## src/rtl/fetch_unit_if.sv

```systemverilog
// Program-memory read bus between fetch_unit (master) and instruction memory (slave).
interface fetch_unit_if #(
  parameter int PC_W    = 10,
  parameter int INSTR_W = 16
);
  logic               mem_req;
  logic [PC_W-1:0]    mem_addr;
  logic               mem_ack;
  logic [INSTR_W-1:0] mem_rdata;

  modport master (output mem_req, mem_addr, input  mem_ack, mem_rdata);
  modport slave  (input  mem_req, mem_addr, output mem_ack, mem_rdata);
endinterface

```

## src/rtl/fetch_unit.sv

```systemverilog
// Instruction fetch stage: PC, req/ack fetch from program memory, instruction register.
// Optional return-address stack enabled by defining FETCH_CALL_STACK_EN.
module fetch_unit #(
  parameter int PC_W    = 10,
  parameter int INSTR_W = 16
) (
  input  logic               clk,
  input  logic               reset,
  input  logic               s_inc,
  input  logic               halt,
  fetch_unit_if.master       bus,
  output logic [INSTR_W-1:0] instr,
  output logic [5:0]         opcode,
  output logic               instr_valid,
  output logic [PC_W-1:0]    pc,
  output logic               stack_err
);

  typedef enum logic [1:0] {S_RST, S_FETCH, S_EXEC, S_HALTED} state_t;

  state_t          state, state_nx;
  logic [PC_W-1:0] pc_inc, seq_pc, next_pc;

  assign pc_inc = pc + PC_W'(1);
  assign seq_pc = s_inc ? pc_inc : instr[PC_W-1:0];
  assign opcode = instr[INSTR_W-1 -: 6];

  always_ff @(posedge clk or posedge reset)
    if (reset) state <= S_RST;
    else       state <= state_nx;

  // Outputs decode straight from state so reset drops mem_req without waiting for an edge.
  always_comb begin
    state_nx     = state;
    bus.mem_req  = 1'b0;
    bus.mem_addr = pc;
    instr_valid  = 1'b0;
    case (state)
      S_RST:    state_nx = S_FETCH;
      S_FETCH: begin
        bus.mem_req = 1'b1;
        if (bus.mem_ack) state_nx = S_EXEC;
      end
      S_EXEC: begin
        instr_valid = 1'b1;
        state_nx    = halt ? S_HALTED : S_FETCH;
      end
      S_HALTED: if (!halt) state_nx = S_FETCH;
      default:  state_nx = S_RST;
    endcase
  end

  always_ff @(posedge clk or posedge reset)
    if (reset) begin
      pc    <= '0;
      instr <= '0;
    end else begin
      if (state == S_FETCH && bus.mem_ack) instr <= bus.mem_rdata;
      if (state == S_EXEC)                 pc    <= next_pc;
    end

`ifdef FETCH_CALL_STACK_EN
  localparam logic [5:0] OP_CALL = 6'b001000;
  localparam logic [5:0] OP_RET  = 6'b001001;

  // Ring of 4: top points at the newest entry, so a push when full lands on the oldest.
  logic [PC_W-1:0] stk [4];
  logic [1:0]      top, top_nx;
  logic [2:0]      cnt;
  logic            is_call, is_ret;

  assign is_call = (opcode == OP_CALL);
  assign is_ret  = (opcode == OP_RET);
  assign top_nx  = top + 2'd1;

  always_comb begin
    next_pc = seq_pc;
    if (is_call)     next_pc = instr[PC_W-1:0];
    else if (is_ret) next_pc = (cnt == 3'd0) ? '0 : stk[top];
  end

  always_ff @(posedge clk or posedge reset)
    if (reset) begin
      top       <= '0;
      cnt       <= '0;
      stack_err <= 1'b0;
      for (int i = 0; i < 4; i++) stk[i] <= '0;
    end else if (state == S_EXEC) begin
      if (is_call) begin
        top         <= top_nx;
        stk[top_nx] <= pc_inc;
        if (cnt == 3'd4) stack_err <= 1'b1;
        else             cnt       <= cnt + 3'd1;
      end else if (is_ret) begin
        if (cnt == 3'd0) stack_err <= 1'b1;
        else begin
          top <= top - 2'd1;
          cnt <= cnt - 3'd1;
        end
      end
    end
`else
  assign next_pc   = seq_pc;
  assign stack_err = 1'b0;
`endif

endmodule

```

## src/flat_wrapper.sv

```systemverilog
// flat-port wrapper written by rule: the top's interface ports become plain ports
module fetch_unit_flat 
#(
  parameter int PC_W    = 10,
  parameter int INSTR_W = 16
)
  (clk, reset, s_inc, halt, instr, opcode, instr_valid, pc, stack_err, bus_mem_req, bus_mem_addr, bus_mem_ack, bus_mem_rdata);
  fetch_unit_if #(.PC_W(PC_W), .INSTR_W(INSTR_W)) bus_i ();
  input  logic clk;
  input  logic reset;
  input  logic s_inc;
  input  logic halt;
  output logic [INSTR_W-1:0] instr;
  output logic [5:0] opcode;
  output logic instr_valid;
  output logic [PC_W-1:0] pc;
  output logic stack_err;
  output wire logic [$bits(bus_i.mem_req)-1:0] bus_mem_req;
  output wire logic [$bits(bus_i.mem_addr)-1:0] bus_mem_addr;
  input wire logic [$bits(bus_i.mem_ack)-1:0] bus_mem_ack;
  input wire logic [$bits(bus_i.mem_rdata)-1:0] bus_mem_rdata;
  assign bus_mem_req = bus_i.mem_req;
  assign bus_mem_addr = bus_i.mem_addr;
  assign bus_i.mem_ack = bus_mem_ack;
  assign bus_i.mem_rdata = bus_mem_rdata;
  fetch_unit #(.PC_W(PC_W), .INSTR_W(INSTR_W)) u_core (.clk(clk), .reset(reset), .s_inc(s_inc), .halt(halt), .bus(bus_i), .instr(instr), .opcode(opcode), .instr_valid(instr_valid), .pc(pc), .stack_err(stack_err));
endmodule
```

## config.mk

```make
export PLATFORM = sky130hd
export DESIGN_NAME = fetch_unit_flat
export DESIGN_NICKNAME = d
export VERILOG_FILES = /design/src/rtl/fetch_unit_if.sv /design/src/rtl/fetch_unit.sv /design/src/flat_wrapper.sv
export SDC_FILE = /design/constraint.sdc
export NUM_CORES = 1
export LEC_CHECK = 0
export ABC_AREA = 1
export ABC_CLOCK_PERIOD_IN_PS = 1700
export CAP_MARGIN = 10
export CORE_ASPECT_RATIO = 0.75
export CORE_MARGIN = 4
export CORE_UTILIZATION = 35
export DETAILED_ROUTE_END_ITERATION = 8
export PLACE_DENSITY = 0.68
export SLEW_MARGIN = 20
export SYNTH_ARGS = -nofsm -noshare
export SYNTH_HDL_FRONTEND = slang
export SYNTH_SLANG_ARGS = --single-unit
```

## constraint.sdc

```tcl
create_clock -name clk -period 1.7 [get_ports clk]
set_input_delay 0.51 -clock clk [delete_from_list [all_inputs] [get_ports clk]]
set_output_delay 0.51 -clock clk [all_outputs]
set_load 0.03 [all_outputs]
```

Fig. 1: run 1, cell density map
The die is cut into 9 by 7 equal tiles; white is low, dark blue is high, 0 to 100% covered.
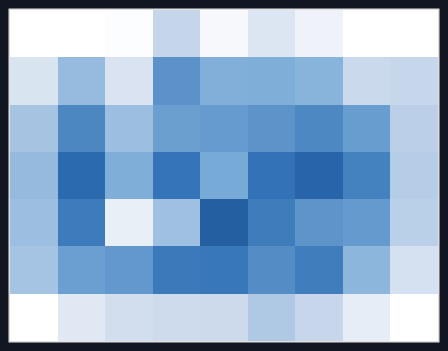
fullest tile	81%
emptiest ninth of the die	top left
densest ninth of the die	middle
final core occ: 54.28%
core area: 4179 um2
Pre-Place Util: 37.60%

Fig. 2: run 1, routing congestion map
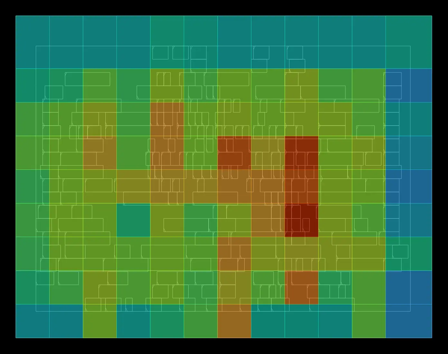
met2 usage: 20.45%
post-DR wirelength/cell: 12.08 um
grt peak-use layer: met2
met3 usage: 4.608%

Fig. 3: run 1, gate families picked out
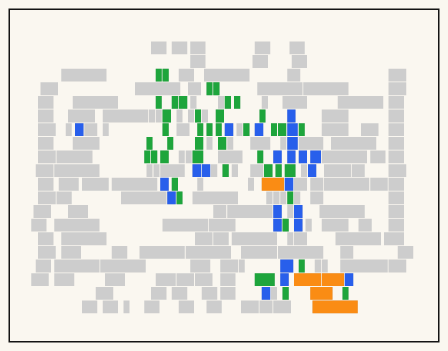
family	color	cells
fa/ha/maj cells	orange	5
aoi and oai cells	blue	24
nand cells	green	42

==> results.ini, run 1 <==
[outcome]
status = complete, no violations

[yosys]
largest_area_cell = dfrtp_1
synth_seq_share_pct = 44.59
simple_gate_share_pct = 15.53
synthMuxAreaShare_pct = 12.66
synth-main-ff-cell = dfrtp_1
top_logic_kind = simple AND/OR/NAND/NOR gates
synthTopCellsByCount = 31 x nand2_1, 28 x dfrtp_1, 19 x inv_1
synthAoiAreaFrac_pct = 8.041
most_common_cell = nand2_1
xor_area_share_pct = 0
yosys_cells = 172
syn_inst = 172
syn_area_um2 = 1572
ys_types = 21
synth_area_per_cell_um2 = 9.137

[power]
p_clk_share_pct = 8.5
p_clk_uw = 407
powerDensity_nw_per_um2 = 2104
finalPower_mw = 4.773
p_leak_nw = 1.138
irDropWorstVdd_mv = 0.8205
p_seq_share_pct = 26.8

[placement]
placed_cells = 282
numPortBuffers = 64
post-dp-hpwl_mm = 2.730
preCtsSetupSlack_ns = -0.06184

[drt]
met2_wirelength_mm = 1.493
drt_iter0_markers = 37
routed_wirelength_mm = 3.466
dr.pass1.iters = 4
maxUsedRoutingLayer = met4

[worst_setup_path]
crit_family = flip-flops
regToRegEndpoint = u_core.bus.mem_addr[6]
path_cells = dlygate4sd2_1
startpoint = u_core.bus.mem_addr[6]
start_kind = flip-flop
path_class = reg -> out
endpoint = bus_mem_addr[6]
endpoint_kind = output pin
critPathMaxFanout = 5
r2r_slack_ns = 0.29
cp.required_ns = 1.19
path_buffers = 1
r2r_cells = 7
arrival_ns = 1.12

[timing]
setup_ws_ns = 0.06771
finalHoldViolCount = 0
slew_violations = 0
finalCritPeriodShare_pct = 96.02
setup_tns_ns = 0
skew_ns = 0.005600
holdWs_ns = 0.5310
period_needed_ns = 1.632

[clock_network]
root_buffer = clkbuf_8
clockBufferDepth = 2
tritoncts = done
clk_pin_slew_worst_paths_ns = 0.09
numCtsBuffers = 3
ctsHtreeMaxLevel = 1
cts_hold_buf = 0

[finish]
finalNetCount = 259
seqCellArea_um2 = 701.9
drive_above_1_share_pct = 18.53
largest_reg_flops = 16
clock_area_share_pct = 2.427
areaGrowthSynthToFinish_pct = 44.35
diodes = 0
fill_cells = 403
inverters = 20
num-multi-input-gates = 102
top_register = u_core.instr
comb_area_um2 = 650.6
mostFrequentLayoutCells = 40 x dlygate4sd2_1, 31 x nand2_1, 27 x dfrtp_1
num-clock-buffers = 4
largestClassByArea = buffers
layoutNonFillerInstCount = 287
seq_share_pct = 30.94
n_all_buffers = 78

[global_routing]
grt_use_total_pct = 13.18
grt_overflow = 0
grt_max_degree = 29
grt_pass1_vias = 1279

[worst_hold_path]
hp-start = u_core.instr[11]
hold_class = reg -> reg

[floorplan]
io_pins = 66
die_area_um2 = 5637
die_h_um = 66.03
die_w_um = 85.38

Fig. 4: run 1, met2 routing
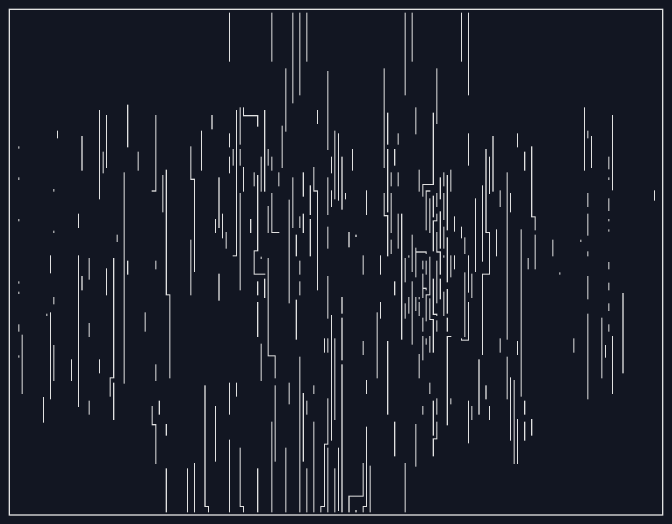

==> run 2: changes to the inputs <==
--- a/config.mk
+++ b/config.mk
@@ -5,14 +5,13 @@
 export SDC_FILE = /design/constraint.sdc
 export NUM_CORES = 1
 export LEC_CHECK = 0
-export ABC_AREA = 1
 export ABC_CLOCK_PERIOD_IN_PS = 1700
 export CAP_MARGIN = 10
 export CORE_ASPECT_RATIO = 0.75
 export CORE_MARGIN = 4
 export CORE_UTILIZATION = 35
 export DETAILED_ROUTE_END_ITERATION = 8
-export PLACE_DENSITY = 0.68
+export PLACE_DENSITY = 0.69
 export SLEW_MARGIN = 20
 export SYNTH_ARGS = -nofsm -noshare
 export SYNTH_HDL_FRONTEND = slang
Fig. 5: run 2, met2 routing
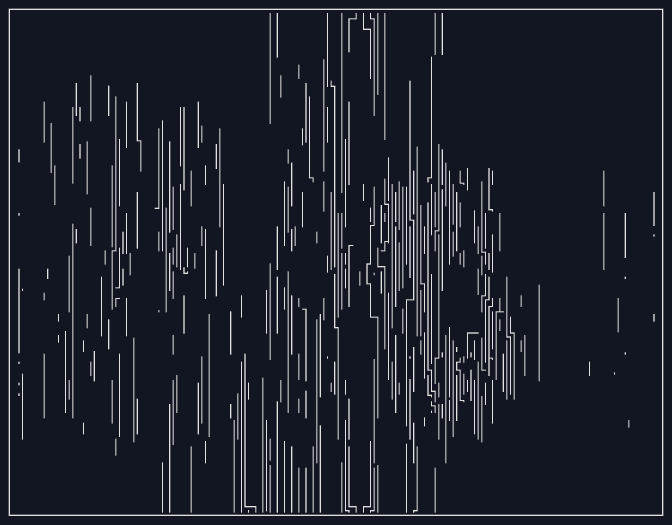
longest straight run	24.8 um
share of all routed wire	50%
main direction	vertical
nets with wire on the layer	204
wire length on this layer	2000 um
met2 usage: 26.69%
DR vias: 1280
WL final: 4.012 mm

==> run 2 against run 1 <==
Hold slack barely moved. First-iteration DRC count rose by 150%. Die size shrank 4.1%. Critical path type unchanged. Critical endpoint is now instr_valid. Highest routed layer unchanged.
==> results.ini, run 2 <==
[finish]
finalNetCount = 228
fill_cells = 377
seqCellArea_um2 = 703.2
num-clock-buffers = 3
comb_area_um2 = 651.9
top_register = u_core.instr
mostFrequentLayoutCells = 34 x dlygate4sd2_1, 26 x dfrtp_1, 24 x buf_4
n_all_buffers = 83
clock_area_share_pct = 3.172
layoutNonFillerInstCount = 256
drive_above_1_share_pct = 28.36
diodes = 0
areaGrowthSynthToFinish_pct = 49.88
seq_share_pct = 31.27
inverters = 7
num-multi-input-gates = 79
largestClassByArea = buffers
largest_reg_flops = 16

[power]
p_clk_uw = 540
finalPower_mw = 4.849
p_seq_share_pct = 27.1
powerDensity_nw_per_um2 = 2157
p_clk_share_pct = 11.1
sw_frac_of_total_pct = 48.35
netSwitchingPower_mw = 2.344
irDropWorstVdd_mv = 1.067
p_leak_nw = 1.004

[floorplan]
io_pins = 66
core_um2 = 4104
die_h_um = 64.70
die_w_um = 83.60
die_area_um2 = 5409
core_util_floorplan_pct = 36.55

[timing]
period_needed_ns = 1.657
setup_ws_ns = 0.04322
setup_tns_ns = 0
finalHoldViolCount = 0
slew_violations = 0
finalCritPeriodShare_pct = 97.46
skew_ns = 0.004997
holdWs_ns = 0.5313

[yosys]
top_logic_kind = multiplexers
synth_seq_share_pct = 46.71
syn_inst = 135
synthAoiAreaFrac_pct = 9.008
largest_area_cell = dfrtp_1
ys_types = 30
synthMuxAreaShare_pct = 16.18
most_common_cell = dfrtp_1
synthTopCellsByCount = 28 x dfrtp_1, 18 x mux2_2, 17 x buf_4
yosys_cells = 135
syn_area_um2 = 1500
simple_gate_share_pct = 12.18

[worst_setup_path]
r2r-start = u_core.state[0]
path_cells = buf_6 -> ha_4 -> buf_6
cp.depth = 3
endpoint = instr_valid
cp.required_ns = 1.19
startpoint = u_core.state[1]
path_buffers = 2
regToRegEndpoint = u_core.bus.mem_addr[8]
r2r_cells = 6
critPathMaxFanout = 4
start_kind = flip-flop
endpoint_kind = output pin
arrival_ns = 1.15
r2r_slack_ns = 0.07

[global_routing]
use_met3_pct = 4.701
grt_pass1_vias = 1384
grt_overflow = 0
busiest_layer = met2
grt_use_total_pct = 15.42
grt_max_degree = 17

[placement]
preCtsSetupSlack_ns = -0.08585
numPortBuffers = 64
placed_cells = 250

[drt]
wl_per_cell_um = 15.67
maxUsedRoutingLayer = met4
drt_iter0_markers = 92
met2_wirelength_mm = 1.996
dr.pass1.iters = 4

[worst_hold_path]
hold_class = reg -> reg
hp-start = u_core.instr[10]

[clock_network]
ctsHtreeMaxLevel = 1
cts_hold_buf = 0
clockBufferDepth = 2
clk_pin_slew_worst_paths_ns = 0.10
numCtsBuffers = 3
root_buffer = clkbuf_8

[outcome]
status = complete, no violations

